==> config.mk <==
export PLATFORM = sky130hd
export DESIGN_NAME = jtdd_rom_arb_flat
export DESIGN_NICKNAME = d
export VERILOG_FILES = /design/src/rtl/jtdd_rom_arb_if.sv /design/src/rtl/jtdd_rom_arb.sv /design/src/flat_wrapper.sv
export SDC_FILE = /design/constraint.sdc
export NUM_CORES = 1
export LEC_CHECK = 0
export ABC_AREA = 0
export CORE_MARGIN = 3
export CORE_UTILIZATION = 25
export CTS_BUF_LIST = sky130_fd_sc_hd__clkbuf_4 sky130_fd_sc_hd__clkbuf_8
export CTS_CLUSTER_DIAMETER = 100
export DETAILED_ROUTE_END_ITERATION = 7
export PLACE_DENSITY_LB_ADDON = 0.1
export SLEW_MARGIN = 15
export SYNTH_ARGS = -nofsm -noshare
export SYNTH_HDL_FRONTEND = slang
export SYNTH_SLANG_ARGS = --single-unit
==> constraint.sdc <==
create_clock -name clk_i -period 3.5 [get_ports clk_i]
set_input_delay 0.7 -clock clk_i [delete_from_list [all_inputs] [get_ports clk_i]]
set_output_delay 0.7 -clock clk_i [all_outputs]
set_load 0.03 [all_outputs]
==> src/rtl/jtdd_rom_arb_if.sv <==
// Bus bundle between the ROM slot users, the arbiter and the SDRAM read port.
// The slave modport is the arbiter's view; the master modport drives the slots
// and plays the SDRAM side.
interface jtdd_rom_arb_if #(
  parameter int SLOTS = 8,
  parameter int AW    = 22,
  parameter int SAW   = 18
);
  logic [SLOTS-1:0]     slot_cs;
  logic [SLOTS*SAW-1:0] slot_addr;
  logic [SLOTS-1:0]     slot_ok;
  logic [SLOTS*16-1:0]  slot_dout;
  logic                 sdram_req;
  logic [AW-1:0]        sdram_addr;
  logic                 sdram_ack;
  logic                 data_rdy;
  logic [31:0]          data_read;

  modport slave (
    input  slot_cs, slot_addr, sdram_ack, data_rdy, data_read,
    output slot_ok, slot_dout, sdram_req, sdram_addr
  );

  modport master (
    output slot_cs, slot_addr, sdram_ack, data_rdy, data_read,
    input  slot_ok, slot_dout, sdram_req, sdram_addr
  );
endinterface

==> src/rtl/jtdd_rom_arb.sv <==
// SDRAM read arbiter for ROM slots. Each slot owns a one-line 32-bit cache;
// misses are serialised onto the single SDRAM read port with either fixed
// priority (lowest index) or round-robin granting.
module jtdd_rom_arb #(
  parameter int                  SLOTS   = 8,
  parameter int                  AW      = 22,
  parameter int                  SAW     = 18,
  parameter logic [SLOTS*AW-1:0] OFFSETS = '0,
  parameter logic [SLOTS-1:0]    DW8     = '0,
  parameter bit                  RR      = 1'b0
) (
  input  logic                 clk_i,
  input  logic                 rst_i,
  input  logic                 downloading_i,
  jtdd_rom_arb_if.slave        bus,
  output logic                 refresh_en_o
);

  localparam int IW = (SLOTS > 1) ? $clog2(SLOTS) : 1;

  typedef enum logic [1:0] {
    IDLE      = 2'd0,
    WAIT_ACK  = 2'd1,
    WAIT_DATA = 2'd2
  } state_t;

  state_t           state_q, state_d;
  logic [SLOTS-1:0] valid_q;
  logic [SAW-1:0]   tag_q  [SLOTS];
  logic [31:0]      line_q [SLOTS];
  logic [IW-1:0]    gnt_q, gnt_d;
  logic [IW-1:0]    last_q, last_d;
  logic [SAW-1:0]   gtag_q, gtag_d;
  logic             req_q, req_d;
  logic [AW-1:0]    addr_q, addr_d;

  logic [SAW-1:0]   tag_s   [SLOTS];
  logic [AW-1:0]    raddr_s [SLOTS];
  logic [SLOTS-1:0] hit_s;
  logic [SLOTS-1:0] miss_s;
  logic             sel_found_s;
  logic [IW-1:0]    sel_s;
  logic [IW-1:0]    idx_s;
  int               idx_i;
  logic             fill_s;

  for (genvar i = 0; i < SLOTS; i++) begin : g_slot
    logic [SAW-1:0] a_s;
    logic [15:0]    dout_s;

    assign a_s        = bus.slot_addr[i*SAW +: SAW];
    // Byte slots keep one tag per 4 bytes, halfword slots one per 2 halfwords.
    assign tag_s[i]   = DW8[i] ? {2'b00, a_s[SAW-1:2]} : {1'b0, a_s[SAW-1:1]};
    assign raddr_s[i] = OFFSETS[i*AW +: AW] + AW'({tag_s[i], 1'b0});
    assign hit_s[i]   = valid_q[i] && (tag_q[i] == tag_s[i]);
    assign miss_s[i]  = bus.slot_cs[i] && !hit_s[i] && !downloading_i;
    assign bus.slot_ok[i] = bus.slot_cs[i] && hit_s[i] && !downloading_i;
    assign bus.slot_dout[i*16 +: 16] = dout_s;

    // Select the byte or halfword of the cached line addressed by the slot.
    always_comb begin
      dout_s = 16'h0000;
      if (DW8[i]) begin
        case (a_s[1:0])
          2'd0:    dout_s = {8'h00, line_q[i][7:0]};
          2'd1:    dout_s = {8'h00, line_q[i][15:8]};
          2'd2:    dout_s = {8'h00, line_q[i][23:16]};
          2'd3:    dout_s = {8'h00, line_q[i][31:24]};
          default: dout_s = 16'h0000;
        endcase
      end else begin
        dout_s = a_s[0] ? line_q[i][31:16] : line_q[i][15:0];
      end
    end
  end

  // Pick the missing slot to serve: from slot 0, or from the one after the last grant.
  always_comb begin
    sel_found_s = 1'b0;
    sel_s       = '0;
    idx_i       = 0;
    idx_s       = '0;
    for (int k = 0; k < SLOTS; k++) begin
      idx_i = RR ? ((int'(last_q) + 1 + k) % SLOTS) : k;
      idx_s = IW'(idx_i);
      if (!sel_found_s && miss_s[idx_s]) begin
        sel_found_s = 1'b1;
        sel_s       = idx_s;
      end else begin
        sel_found_s = sel_found_s;
      end
    end
  end

  // FSM state register.
  always_ff @(posedge clk_i) begin
    if (rst_i) begin
      state_q <= IDLE;
    end else begin
      state_q <= state_d;
    end
  end

  // FSM next-state logic; a download always parks the FSM in IDLE.
  always_comb begin
    state_d = state_q;
    if (downloading_i) begin
      state_d = IDLE;
    end else begin
      case (state_q)
        IDLE:      state_d = sel_found_s   ? WAIT_ACK : IDLE;
        WAIT_ACK:  state_d = bus.sdram_ack ? WAIT_DATA : WAIT_ACK;
        WAIT_DATA: state_d = bus.data_rdy  ? IDLE : WAIT_DATA;
        default:   state_d = IDLE;
      endcase
    end
  end

  // FSM outputs: request/grant latching on entry and the cache fill strobe.
  always_comb begin
    req_d  = req_q;
    addr_d = addr_q;
    gnt_d  = gnt_q;
    gtag_d = gtag_q;
    last_d = last_q;
    fill_s = 1'b0;
    if (downloading_i) begin
      req_d = 1'b0;
    end else begin
      case (state_q)
        IDLE: begin
          if (sel_found_s) begin
            req_d  = 1'b1;
            addr_d = raddr_s[sel_s];
            gnt_d  = sel_s;
            gtag_d = tag_s[sel_s];
            last_d = sel_s;
          end else begin
            req_d  = 1'b0;
          end
        end
        WAIT_ACK:  req_d  = !bus.sdram_ack;
        WAIT_DATA: fill_s = bus.data_rdy;
        default:   req_d  = 1'b0;
      endcase
    end
  end

  // Request/grant registers; last grant starts at the top so slot 0 goes first.
  always_ff @(posedge clk_i) begin
    if (rst_i) begin
      req_q  <= 1'b0;
      addr_q <= '0;
      gnt_q  <= '0;
      gtag_q <= '0;
      last_q <= IW'(SLOTS - 1);
    end else begin
      req_q  <= req_d;
      addr_q <= addr_d;
      gnt_q  <= gnt_d;
      gtag_q <= gtag_d;
      last_q <= last_d;
    end
  end

  // Cache lines: filled with the latched tag, flushed while downloading.
  always_ff @(posedge clk_i) begin
    if (rst_i) begin
      valid_q <= '0;
      for (int i = 0; i < SLOTS; i++) begin
        tag_q[i]  <= '0;
        line_q[i] <= 32'h0000_0000;
      end
    end else if (downloading_i) begin
      valid_q <= '0;
    end else if (fill_s) begin
      valid_q[gnt_q] <= 1'b1;
      tag_q[gnt_q]   <= gtag_q;
      line_q[gnt_q]  <= bus.data_read;
    end else begin
      valid_q <= valid_q;
    end
  end

  assign bus.sdram_req  = req_q && !downloading_i;
  assign bus.sdram_addr = addr_q;
  assign refresh_en_o   = (state_q == IDLE) && !(|miss_s);

endmodule
==> src/flat_wrapper.sv <==
// flat-port wrapper written by rule: the top's interface ports become plain ports
module jtdd_rom_arb_flat 
#(
  parameter int                  SLOTS   = 8,
  parameter int                  AW      = 22,
  parameter int                  SAW     = 18,
  parameter logic [SLOTS*AW-1:0] OFFSETS = '0,
  parameter logic [SLOTS-1:0]    DW8     = '0,
  parameter bit                  RR      = 1'b0
)
  (clk_i, rst_i, downloading_i, refresh_en_o, bus_slot_cs, bus_slot_addr, bus_sdram_ack, bus_data_rdy, bus_data_read, bus_slot_ok, bus_slot_dout, bus_sdram_req, bus_sdram_addr);
  jtdd_rom_arb_if #(.SLOTS(SLOTS), .AW(AW), .SAW(SAW)) bus_i ();
  input  logic clk_i;
  input  logic rst_i;
  input  logic downloading_i;
  output logic refresh_en_o;
  input wire logic [$bits(bus_i.slot_cs)-1:0] bus_slot_cs;
  input wire logic [$bits(bus_i.slot_addr)-1:0] bus_slot_addr;
  input wire logic [$bits(bus_i.sdram_ack)-1:0] bus_sdram_ack;
  input wire logic [$bits(bus_i.data_rdy)-1:0] bus_data_rdy;
  input wire logic [$bits(bus_i.data_read)-1:0] bus_data_read;
  output wire logic [$bits(bus_i.slot_ok)-1:0] bus_slot_ok;
  output wire logic [$bits(bus_i.slot_dout)-1:0] bus_slot_dout;
  output wire logic [$bits(bus_i.sdram_req)-1:0] bus_sdram_req;
  output wire logic [$bits(bus_i.sdram_addr)-1:0] bus_sdram_addr;
  assign bus_i.slot_cs = bus_slot_cs;
  assign bus_i.slot_addr = bus_slot_addr;
  assign bus_i.sdram_ack = bus_sdram_ack;
  assign bus_i.data_rdy = bus_data_rdy;
  assign bus_i.data_read = bus_data_read;
  assign bus_slot_ok = bus_i.slot_ok;
  assign bus_slot_dout = bus_i.slot_dout;
  assign bus_sdram_req = bus_i.sdram_req;
  assign bus_sdram_addr = bus_i.sdram_addr;
  jtdd_rom_arb #(.SLOTS(SLOTS), .AW(AW), .SAW(SAW), .OFFSETS(OFFSETS), .DW8(DW8), .RR(RR)) u_core (.clk_i(clk_i), .rst_i(rst_i), .downloading_i(downloading_i), .bus(bus_i), .refresh_en_o(refresh_en_o));
endmodule
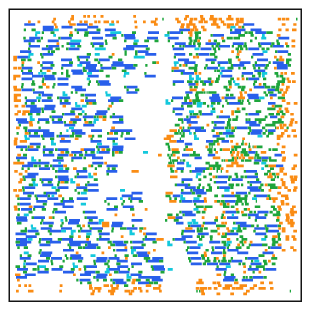
Fig. 1. Cells colored by class.
Scale: 1 px per um.
| color | class | cells | share of their area |
|---|---|---|---|
| blue | sequential cells | 423 | 46% |
| cyan | clock drivers and dummy loads | 144 | 6.2% |
| orange | remaining buffers and delay cells | 508 | 18% |
| green | remaining logic cells | 960 | 29% |

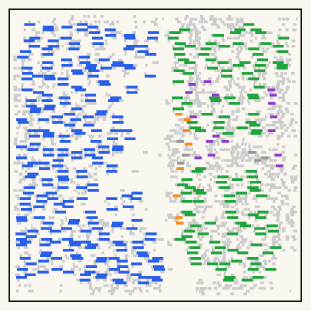
Fig. 2. Register map, names as in the netlist.
Scale: 1 px per um. Other sequential cells in the stronger gray, the rest of the logic in the fainter gray.
| color | signal | flops |
|---|---|---|
| purple | `u_core.gtag_q` | 17 |
| orange | `u_core.valid_q` | 8 |
| blue | `u_core.line_q` | 256 |
| green | `u_core.tag_q` | 136 |

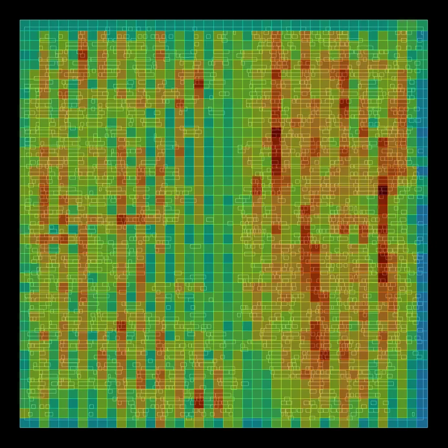
Fig. 3. Track usage over the die.
gr busiest metal: met2
global-route met1 utilization: 0.191

==> impl.org <==
#+TITLE: Physical design notes

** Route
- The first detailed-routing pass took 4 iterations.
- Total length of routed met3 wires :: approximately 4.5 mm
- For this sky-water flow run, the detailed-routed wirelength per cell is reported as about 24 um.
- The script parses the final routing iteration and logs DRC violations as 0.

** Run
- The tool flagged a number of max-cap violations equal to 0.

** CTS
- In this run, CTS created clock tree buffers numbering between 80 and 90.
- Clk buf depth :: 3
- The registers of the reported paths see a clock transition of ~0.050 ns.
- CTS saw 423 sinks.

** Finish
- Final cell area excluding filler cells :: between 0.02 and 0.03 sq mm
- Measured on the finished design, the core utilization comes to 0.352.
- In the final layout, the share of cells above drive strength 1 is 0.298.
- Top Layout Cells :: 393 x and2_1, 392 x edfxtp_1, 232 x clkdlybuf4s50_1, 218 x buf_4, 156 x mux2_2

** Synthesis
- The area recorded from the Yosys report for this design is between 0.02 and 0.025 sq mm.
- Simple-gate share of the synthesized area :: 0.158
- For reference, the mux area share after synthesis is 0.121.
- EDFF count, synth :: between 300 and 400
- After synthesis, the design contains around 1500 cells according to Yosys.
- Mapped cell area :: between 0.02 and 0.025 sq mm
- Flop and latch count out of synthesis :: roughly 420
- Each instance of the synthesized netlist takes up on average roughly 14 sq um.

** Setup path
- CP startpoint :: bus_slot_addr[140]
- The cell family contributing the most delay on the critical path is simple AND/OR/NAND/NOR gates.
- Kind of launch point of the worst setup path :: input port
- Number of cells on the worst reg-to-reg path :: 13
- Among all stages on the critical path, the largest delay is contributed by clkdlybuf4s50_1.
- The timing report notes that buffer and inverter cells on the critical path total 2.
- The critical path in this run is classified as in2out.
- The critical path endpoint has a required time of 2.80 ns.

** Floorplanning
- Initial core utilization :: 0.254

** Placement
- The placement report lists the number of port buffers as 343.
- Estimated wirelength of the detail-placed design :: 54.8 mm
- After its last routability iteration, the placer logged a weighted congestion of roughly 0.8.
- Dpl cell area :: 0.0260 sq mm

** Outcome
- Outcome :: complete, but fails checks
- The checks that failed: setup timing.

** Final timing
- Based on the critical path, the design can be clocked at up to approximately 280 MHz.
- The transition time recorded at the tightest slew-check pin is roughly 0.60 ns.
- Clock skew on the completed layout was measured at 0.0465 ns.
- The final timing report gives a worst setup slack of -0.0203 ns.
- In the final report, the number of endpoints failing setup comes to 1.

** Min path
- In the hold timing report, the worst path depth is 1.
repair_timing:
item / CTS / global route
buffers inserted: 4 / 2
gates resized: 42 / 23
hold buffers: 0 / 0
setup endpoints to repair: 2 / 2
pin swaps: 16 / 24
cloned: 0 / 0
final cells by class:
cell class | count | area, sq um
fillers | 7839 | 51600
flip-flops and latches | 423 | 12400
multi-input cells | 957 | 7750
repair buffers | 508 | 4860
clock buffers | 115 | 1380
well taps | 1050 | 1310
clock inverters | 29 | 280
inverters | 3 | 11.3
diodes | 2 | 5.00
where the power goes:
part	switching [mW]	internal, mW
logic	1.13	0.877
clock network	2.27	2.87
registers	0.112	5.70
registers in the layout, summed over array words and instances (netlist names):
name            cells
u_core.valid_q      8
u_core.gtag_q      17
u_core.line_q     256
u_core.gnt_q        3
u_core.req_q        1
u_core.tag_q      136
u_core.state_q      2
Power and IR drop assume default switching activity.
